Run 1, a small window of the routed layout:
Window x 29 to 59, y 59 to 89 um. Cells in grey, sequential cells in the stronger grey; small squares are vias.
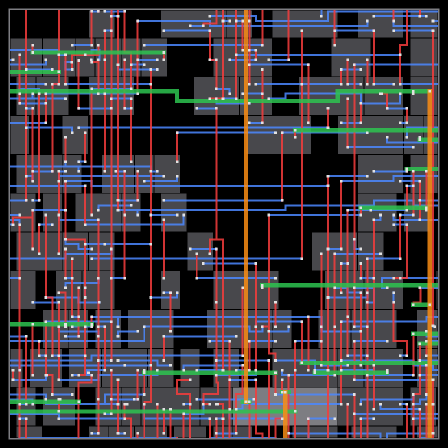
Run 1, signal wires by layer:
(4 px per um) Two of the layers only.
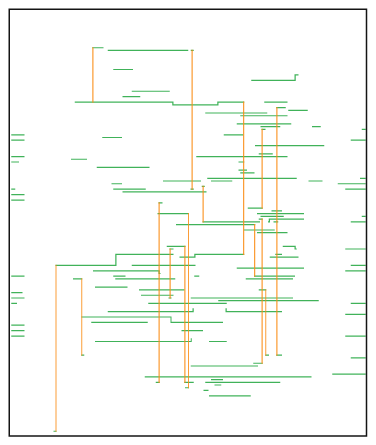
Run 1, gate-type map:
(4 px per um)
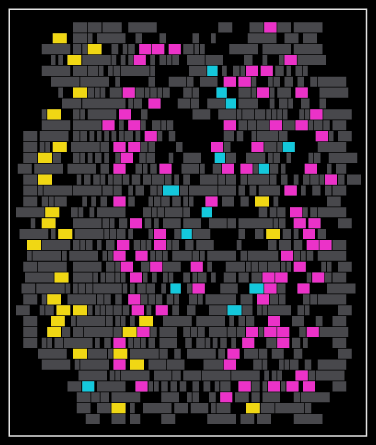
Run 1, routing congestion:
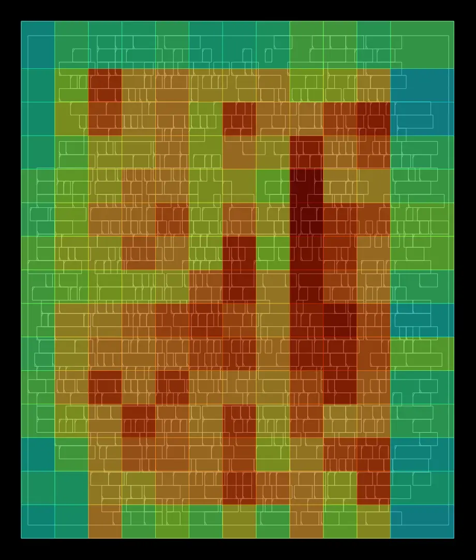
Design divisor_clock_prog, sky130hd; sources not shown.
==> flow_metrics.tcl, run 1 <==
# yosys + openroad results
set metrics [dict create \
    final_cell_area_sq_mm 0.00594 \
    r2r_setup_slack_ns 1.01 \
    vias_per_cell 6.01 \
    rr_worst_depth 25 \
    area_growth_pct 12.8 \
    clk_latency_ns 0.37 \
    syn-num-nets 736 \
    holdWs_ns 0.499 \
    numSynthFlops 72 \
    p_clk_mw 0.318 \
    mi_logic_area_sq_mm 0.00358 \
    first_iter_violations 374 \
    cpMostUsedCell "nand2_1" \
    top_cell "nor2_1" \
    cpPeakStageDelay_ns 0.51 \
    num_rows 37 \
    edf_count 0 \
    path_depth 25 \
    antenna_found_initial 0 \
    flop-count 72 \
    compound_area_share_pct 10.8 \
    num_antenna_cells 0 \
    syn_area_sq_mm 0.00526 \
    cts_resized 0 \
    finalSetupViolations 0 \
    slew_headroom_pct 48.3 \
    die_x_um 88.9 \
    hold_class "register to register" \
    postCtsSetupRepairBufs 0 \
    p_int_mw 0.615 \
    yosys.area_share.adder_pct 6.18 \
    p_switching_mw 0.258 \
    synth_warnings 0 \
    mux_share_pct 5.14 \
    buffers 56 \
    pwr-share-comb_pct 15.8 \
    fin_skew_ns 0.0106 \
    synth_area_per_cell_sq_um 7.71 \
    initCoreUtil_pct 60.5 \
    synthCells 682 \
    synth-async-reset-ratio_pct 0 \
    timing.fmax_mhz 157 \
    crit_family "simple AND/OR/NAND/NOR gates" \
    ys_seq_share_pct 27.4 \
    setup-tns-final_ns 0 \
    comb_cells 561 \
    crit_type "register to register" \
    core_area_sq_mm 0.00870 \
    warning_count 27 \
    cts_sinks 72 \
    ant_nets 0 \
    final_layout_size_suffix_gt1_share_pct 5.34 \
    p_clk_share_pct 36.5 \
    top_area_cell "dfxtp_1" \
    power.group.top "registers" \
    path_clk_slew_ns 0.08 \
    yosysCellCount 682 \
    finalPower_mw 0.873 \
    cellPowerDensity_mw_per_mm2 147 \
    ctsHoldBuffers 0 \
    finalHoldViolations 0 \
    path_buffers 2 \
    maxSlewViolCount 0 \
    largestClassByArea "combinational gates" \
    ys_area_sq_mm 0.00526 \
    buffer_area_share_pct 9.23 \
    area_share_clock_buf_inv_pct 3.29 \
    grt_start_max_net_pins 70 \
    gp_congestion 0.987 \
    first_pass_iters 8 \
    critPathLaunchType "register" \
    cts-root-buf "clkbuf_8" \
    seq_share_pct 24.3 \
    placed_cell_area_sq_mm 0.00574 \
    n_tap_cell 117 \
    yosys.area.top_type_share_pct 27.4 \
    cap_violations 0 \
    dp_hpwl_mm 10.2 \
    fill_cells 767 \
    dieArea_sq_mm 0.00946 \
    outcome "finished, final reports clean" \
    worst_pin_slew_ns 0.773 \
    fp.dieH_um 106 \
    yosys.area_share.xor_xnor_pct 14.0 \
    p_leak_nw 2.30 \
    num-clock-buffers 9 \
    logic_family "simple AND/OR/NAND/NOR gates" \
    boundaryPins 54 \
    period_minus_slack_ns 6.39 \
    dp_cells 813 \
    grt_pass1_wl_mm 22.2 \
    ff_type "dfxtp_1" \
    register_area_sq_mm 0.00144 \
    overflow 0 \
    ys_sh_simple_pct 31.9 \
    nNetsFinal 761 \
    cp_slowest_cell "nor3b_2" \
    inverters 7 \
    cp.arrival_ns 6.66 \
    swShare_pct 29.6 \
    clock_path_buffers 2 \
    worstPathMaxFanout 45 \
    drcViolationCount 0 \
    worstSetupEndpointType "register" \
    tritoncts "done" \
    finalClockPeriodUsage_pct 86.3 \
    worst_slack_ns 1.01 \
    whs_path_depth 2 \
    numPortBuffers 53 \
    seqPwrFrac_pct 47.8 \
]
About 'a small window of the routed layout':
legend:
  metal 1:
    colour: blue
  metal 3:
    colour: green
  metal 2:
    colour: red
  metal 4:
    colour: orange
sequential cells in the window: 1
cells with their middle in the window: 81

About 'signal wires by layer':
legend:
  metal 3:
    colour: green
    wire_length: 962 um
  metal 4:
    colour: orange
    wire_length: 437 um
via count: 4982
Routed WL per cell: 16.4 um
GRT Total Usage: 30.3%
WL final: 13.6 mm

About 'gate-type map':
legend:
  mux cells:
    colour: yellow
    cells: 27
    most_used: mux2i_1
  xor and xnor cells:
    colour: magenta
    cells: 84
    most_used: xnor2_1
  non-inverting ao/oa cells:
    colour: cyan
    cells: 13
    most_used: a21o_1
Post-Layout Cell Count: 829
top logic cell by instance count in the layout: nor2_1
Comb area share: 60.3%

About 'routing congestion':
GRT busiest layer: met2
Final Util: 68.2%
grt met3 use: 6.29%
GRT met2 Usage: 49.2%
met1 Usage GRT: 38.7%

-- run 1: per-layer routing --
metal | vias to the layer above | share of wire, % | global-route usage [%]
met3 | 32 | 7.0 | 6.29
met4 | 0 | 3.2 | 12.1
met1 | 2320 | 42 | 38.7
li1 | 2421 | - | -
met2 | 209 | 47 | 49.2
met5 | - | 0 | 0
-- run 1: cells in the final DEF (no fill, tap or decap), types with 7 or more instances in the layout --
master           instances
nor2b_1                 10
o21ai_0                 19
dfxtp_1                 72
clkbuf_8                 9
nor4_1                   7
ha_1                    26
nand4_1                 17
nor2_1                  94
nand3_1                 27
and3_1                  18
xor2_1                  38
nor3_1                  31
clkdlybuf4s50_1         52
a21oi_1                 41
nand2_1                 84
inv_1                    7
xnor2_1                 46
nand2b_1                 7
mux2i_1                 27
## Run 2: what changed since run 1
--- a/config.mk
+++ b/config.mk
@@ -8,9 +8,9 @@
 export CORE_ASPECT_RATIO = 1.2
 export CORE_UTILIZATION = 58
 export DETAILED_ROUTE_END_ITERATION = 8
-export HOLD_SLACK_MARGIN = 0.15
+export HOLD_SLACK_MARGIN = 0.06
 export PLACE_DENSITY = 0.93
-export SLEW_MARGIN = 20
+export SLEW_MARGIN = 30
 export SYNTH_ARGS = -nofsm -noshare
 export SYNTH_HDL_FRONTEND = slang
 export SYNTH_SLANG_ARGS = --single-unit
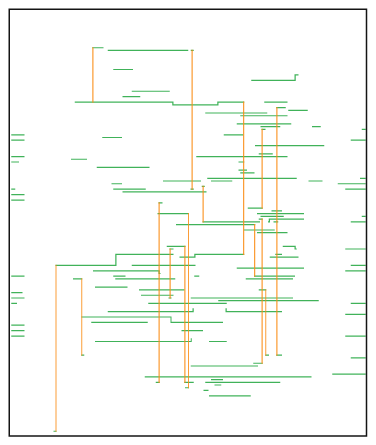
Run 2: signal wires by layer
(4 px per um) Two of the layers only.
legend:
  metal 3:
    colour: green
    wire_length: 962 um
  metal 4:
    colour: orange
    wire_length: 437 um

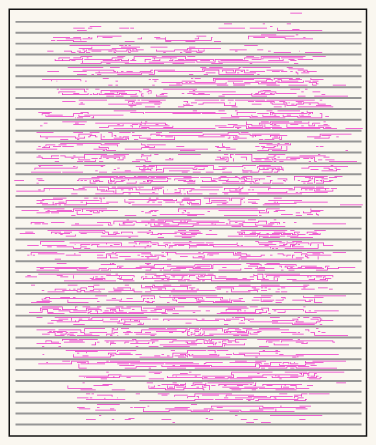
Run 2: met1 routing
(4 px per um) Supply wires on this layer in grey.
wire length on this layer: 5780 um
main direction: horizontal
longest straight run: 23.9 um
nets with wire on the layer: 698

==> run 2 against run 1 <==
Compared with the run above: sequential power hardly changed; sequential share of layout area stayed put; non-clock buffer count stayed put; register-to-register slack about the same; power unchanged; synthesized area is the same; clock skew unchanged; synthesized cell count is the same; final area unchanged; critical path type unchanged.
==> flow_metrics.tcl, run 2 <==
# yosys + openroad results
set metrics [dict create \
    outcome "finished, final reports clean" \
    num_antenna_cells 0 \
    numSynthFlops 72 \
    holdWs_ns 0.499 \
    ctsHoldBuffers 0 \
    first_pass_iters 8 \
    fin_util_pct 68.2 \
    numPortBuffers 53 \
    mux_share_pct 5.14 \
    syn_area_sq_mm 0.00526 \
    warning_count 27 \
    cp.arrival_ns 6.66 \
    register_area_sq_mm 0.00144 \
    dp_cells 813 \
    grt-busiest-layer "met2" \
    p_clk_share_pct 36.5 \
    ys_area_sq_mm 0.00526 \
    cp_slowest_cell "nor3b_2" \
    p_clk_mw 0.318 \
    comb_cells 561 \
    finalClockPeriodUsage_pct 86.3 \
    clk_latency_ns 0.37 \
    vias_per_cell 6.01 \
    grt_start_max_net_pins 70 \
    met2_usage_pct 49.2 \
    nNetsFinal 761 \
    yosysCellCount 682 \
    cap_violations 0 \
    fp.dieH_um 106 \
    vias 4982 \
    cts-root-buf "clkbuf_8" \
    cpPeakStageDelay_ns 0.51 \
    path_depth 25 \
    cpMostUsedCell "nand2_1" \
    n_tap_cell 117 \
    edf_count 0 \
    crit_family "simple AND/OR/NAND/NOR gates" \
    critPathLaunchType "register" \
    final_layout_size_suffix_gt1_share_pct 5.34 \
    top_area_cell "dfxtp_1" \
    grt_pass1_wl_mm 22.2 \
    wl_mm 13.6 \
    overflow 0 \
    worstSetupEndpointType "register" \
    whs_path_depth 2 \
    synthCells 682 \
    mi_logic_area_sq_mm 0.00358 \
    finalPower_mw 0.873 \
    slew_headroom_pct 48.3 \
    yosys.area.top_type_share_pct 27.4 \
    fill_cells 767 \
    ys_seq_share_pct 27.4 \
    grt_util_met3_pct 6.29 \
    num-clock-buffers 9 \
    yosys.area_share.xor_xnor_pct 14.0 \
    dp_hpwl_mm 10.2 \
    ant_nets 0 \
    num_rows 37 \
    seqPwrFrac_pct 47.8 \
    track_usage_pct 30.3 \
    area_share_clock_buf_inv_pct 3.29 \
    compound_area_share_pct 10.8 \
    largestClassByArea "combinational gates" \
    synth_area_per_cell_sq_um 7.71 \
    seq_share_pct 24.3 \
    final_cell_area_sq_mm 0.00594 \
    use_met1_pct 38.7 \
    flop-count 72 \
    finalHoldViolations 0 \
    worstPathMaxFanout 45 \
    p_int_mw 0.615 \
    ff_type "dfxtp_1" \
    drcViolationCount 0 \
    buffers 56 \
    tritoncts "done" \
    maxSlewViolCount 0 \
]
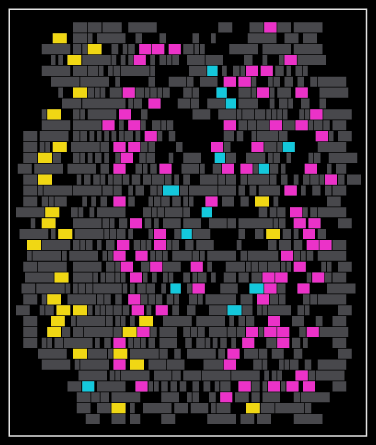
Run 2: gate-type map
(4 px per um)
legend:
  xor and xnor cells:
    colour: magenta
    cells: 84
    most_used: xnor2_1
  non-inverting ao/oa cells:
    colour: cyan
    cells: 13
    most_used: a21o_1
  mux cells:
    colour: yellow
    cells: 27
    most_used: mux2i_1

## run 2: cell counts after synthesis
Identical to the previous run, type by type.
## run 2: routing by layer
| layer | vias to the layer above | routed length, um |
|---|---|---|
| li1 | 2421 | - |
| met1 | 2320 | 5780 |
| met2 | 209 | 6460 |
| met3 | 32 | 961 |
| met4 | 0 | 437 |
| met5 | - | 0 |
## run 2: logic make-up (layout without fill, tap and decap cells)
group / Yosys count / in the layout
xor+xnor: 84 / 84
compound gates: 94 / 94
flops: 72 / 72
buf+inv: 49 / 79
mux: 27 / 27
simple gates: 330 / 330
fa+ha+maj: 26 / 26
## run 2: tightest hold or removal path, delay by kind of cell, from the launching register on
family | cells | cell delay [ns]
simple gates | 1 | 0.06
compound gates | 1 | 0.05
flops | 1 | 0.34
No activity file was given, so power comes from the tool's default toggle rates.
